==> config.mk <==
export PLATFORM = sky130hd
export DESIGN_NAME = inst_loader
export DESIGN_NICKNAME = d
export VERILOG_FILES = /design/src/rtl/loader_pkg.sv /design/src/rtl/byte_packer.sv /design/src/rtl/inst_loader.sv
export SDC_FILE = /design/constraint.sdc
export NUM_CORES = 1
export LEC_CHECK = 0
export ABC_AREA = 1
export CAP_MARGIN = 30
export CORE_ASPECT_RATIO = 0.7
export CORE_MARGIN = 5
export CORE_UTILIZATION = 40
export CTS_BUF_LIST = sky130_fd_sc_hd__clkbuf_4 sky130_fd_sc_hd__clkbuf_8
export CTS_CLUSTER_DIAMETER = 120
export DETAILED_ROUTE_END_ITERATION = 10
export HOLD_SLACK_MARGIN = 0.08
export SLEW_MARGIN = 20
export SYNTH_ARGS = -nofsm -noshare
export SYNTH_HDL_FRONTEND = slang
export SYNTH_SLANG_ARGS = --single-unit
export TNS_END_PERCENT = 1
==> constraint.sdc <==
create_clock -name clk -period 3 [get_ports clk]
set_clock_uncertainty 0.1 [all_clocks]
set_input_delay 0.45 -clock clk [delete_from_list [all_inputs] [get_ports clk]]
set_output_delay 0.45 -clock clk [all_outputs]
set_load 0.005 [all_outputs]
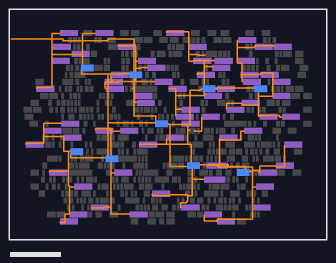
(run_1/clk_routes.png)
The bar under the picture is 20 um long.
legend:
  orange:
    item: clock wires
    length: 963 um
  purple:
    item: flip-flops
    count: 69
  blue:
    item: clock drivers
    count: 9
routed clock nets: 10
Clk. pwr: 797 uW
Clock Latency Late Sink: 0.36 ns
Clock power frac: 40.8%

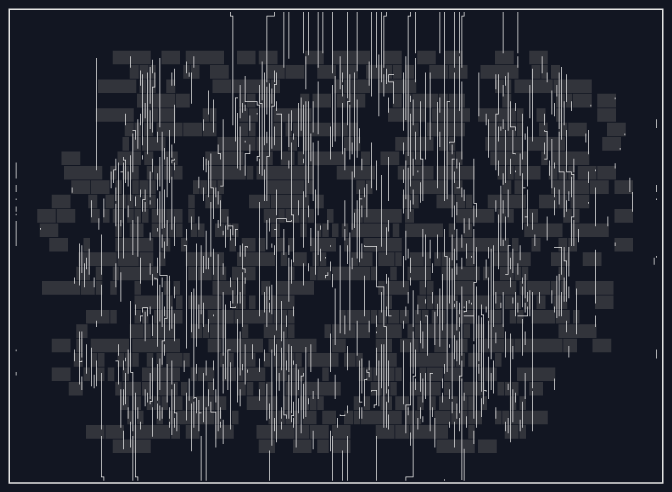
(run_1/layer_met2.png)
nets with wire on the layer: 474
wire length on this layer: 4150 um
GR Util met2: 25.30%
Detailed Route WL: 9882 um
via count: 3491

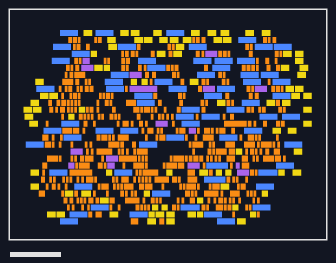
(run_1/placement_by_type.png)
The bar under the picture is 20 um long.
legend:
  blue:
    class: flops
    cells: 69
  orange:
    class: combinational and other logic
    cells: 421
  yellow:
    class: other buffers and delay cells
    cells: 87
  purple:
    class: clock drivers and dummy loads
    cells: 16
post-layout util: 55.60%
Cell Rows: 28
Finished Cell Area: 4772 um2
core area: 8583 um2

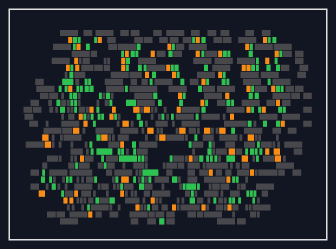
(run_1/logic_types.png)
legend:
  orange:
    family: inverting AOI/OAI gates
    cells: 78
    most_used: a21oi_1
    where: widely spread
  green:
    family: NAND gates
    cells: 166
    most_used: nand2_1
logic share of the area: 41.50%
commonest non-fill, non-tap cell in the layout: nand2_1
Layout Cells excl Fill: 713

==> metrics.csv <==
stage,metric,value,unit
routing,ant_nets,0,
cells_and_area,drive_gt1_share,13.15,%
min_path,holdCritPathClass,register to register,
sta,hold_violations,0,
sta,post-route-period-util,96.71,%
global_route,gr-usage-met3,4.428,%
yosys,top_cells_by_count,"nand2_1, nor2_1, dfxtp_1",
yosys,top_logic_kind,simple AND/OR/NAND/NOR gates,
sta,period_needed,2.901,ns
min_path,min_delay_path_depth,2,
yosys,synthMuxAreaShare,0,%
yosys,top_area_cell,dfxtp_1,
yosys,synth_area,3585,um2
routing,routedLengthMet1,5083,um
power_and_ir_drop,powerDensity,409.5,nW/um2
place,detailedPlacementHpwl,6960,um
yosys,top_area_share,38.53,%
routing,vias_per_cell,4.896,
global_route,grt_pass1_vias,3185,
routing,wl_per_cell,13.86,um
routing,top_layer,met4,
power_and_ir_drop,cellInternalPower,1420,uW
floorplanning,fp_util,41.76,%
clocking,cts.clk_slew.worst_paths,0.08,ns
yosys,ys_ff,69,
power_and_ir_drop,p_sw_share,27.31,%
worst_setup_path,worstSetupPathType,register to register,
yosys,avgSynthCellArea,7.015,um2
floorplanning,dieHeight,89.21,um
floorplanning,chipArea,10990,um2
clocking,cts_tree,built,
worst_setup_path,rrSetupSlack,0.1,ns
cells_and_area,nets,617,
floorplanning,dieWidth,123.1,um
power_and_ir_drop,combinationalPowerShare,11.4,%
worst_setup_path,critPathCaptureType,register,
yosys,syn_inst,511,
clocking,cts_sinks,69,
sta,clock.fmax,0.3447,GHz
routing,first_pass_iters,4,
sta,fin_setup_tns,0,ns
sta,setup_viol,0,
clocking,cts_htree_levels,3,
clocking,holdBufCountCts,0,
yosys,ys_sh_adder,5.934,%
worst_setup_path,start_kind,register,
run,warnings,27,
worst_setup_path,rr_worst_depth,18,
yosys,ys_cells,511,
cells_and_area,area_growth,33.12,%
routing,wl_met2,4147,um
yosys,fp_nets,540,
place,io_buffers,65,
worst_setup_path,cp.arrival,3.05,ns
global_route,grt_util_met1,27.21,%
yosys,ys_seq_share,38.53,%
yosys,simple_gate_share,31.13,%
power_and_ir_drop,p_total,1954,uW
cells_and_area,diodes,0,
sta,relSlewSlack,58.41,%
power_and_ir_drop,seqPwrFrac,47.8,%
yosys,edf_count,0,
power_and_ir_drop,switching_power,533.7,uW
power_and_ir_drop,power.leakage,0.001984,uW
sta,worst_pin_slew,0.6230,ns
yosys,top_cells_by_area,"dfxtp_1, nand2_1, nor2_1, nand3_1, a21oi_1",
yosys,flop_cell,dfxtp_1,
global_route,grt_max_degree,45,
global_route,grt.overflow.total,0,
yosys,synthAoiAreaFrac,13.05,%
yosys,ys_area,3585,um2
global_route,grtUsageTotal,18.00,%
power_and_ir_drop,ir_drop,0.0001940,V
global_route,antenna_found_initial,0,
run_status,status,"complete, no violations",
clocking,clockRootBuffer,clkbuf_8,
clocking,cts_made_buffers,9,
floorplanning,io_pins,66,
global_route,gr-max-usage-layer,met1,
yosys,ys_sh_xor,1.955,%
worst_setup_path,crit_required,3.15,ns
cells_and_area,final_cell_mix,"nand2_1, nor2_1, dfxtp_1, clkdlybuf4s50_1, inv_1",
routing,drtIter0Drc,301,
sta,grt_setup_unrepaired,yes,
worst_setup_path,critPathMaxFanout,4,
==> run 1: per-stage QoR <==
stage / utilization, % / area (um2) / hold slack (ns) / setup slack [ns] / instances
after floorplan: - / 3585 / 0.3404 / 0.1543 / 511
after global placement: 51.18 / 4393 / 0.3514 / 0.08615 / 690
after detailed placement: 51.18 / 4393 / 0.3546 / -0.002133 / 690
after CTS: 53.72 / 4611 / 0.3685 / 0.06015 / 706
after global routing: 55.60 / 4772 / 0.3892 / -0.06625 / 713
final: 55.60 / 4772 / 0.3645 / 0.09873 / 713
==> run 1: worst max-delay path, stage by stage (launching register included) <==
cell     delay (ns)
dfxtp_4        0.38
ha_4           0.14
nand2_1        0.09
nor2_4         0.17
nand3_4        0.11
nor2_4         0.13
nand2_1        0.07
xor2_1         0.17
inv_1          0.10
ha_4           0.22
a21oi_1        0.12
nor2_1         0.05
nor2_1         0.11
nand2_1        0.08
nor2_2         0.17
nand3_4        0.15
buf_4          0.20
a22oi_1        0.15
nor2_1         0.08
==> run 1: power by group through the flow <==
| stage | Sequential [uW] | Combinational (uW) | Clock (uW) |
|---|---|---|---|
| after global placement | 958 | 216 | 0 |
| after floorplan | 956 | 143 | 0 |
| after CTS | 936 | 220 | 821 |
| after detailed placement | 958 | 218 | 0 |
| final | 935 | 223 | 797 |
| after global routing | 936 | 251 | 860 |
==> run 1: repair_timing <==
item,4_1_cts,5_1_grt
endpoints found under the hold margin,0,0
setup buffers,0,6
pin swaps,0,9
cloned,0,1
resized,2,24
endpoints found under the setup margin,11,17
==> run 1: final cells by class <==
class	count	area, um2	share of cell area (%)
well taps	120	150.1	3.146
repair buffers	87	819.5	17.17
multi-input cells	365	1981	41.50
flip-flops and latches	69	1391	29.16
clock buffers	10	137.6	2.884
clock inverters	6	68.82	1.442
inverters	56	224.0	4.693
Power is estimated from default activity; no workload was simulated.
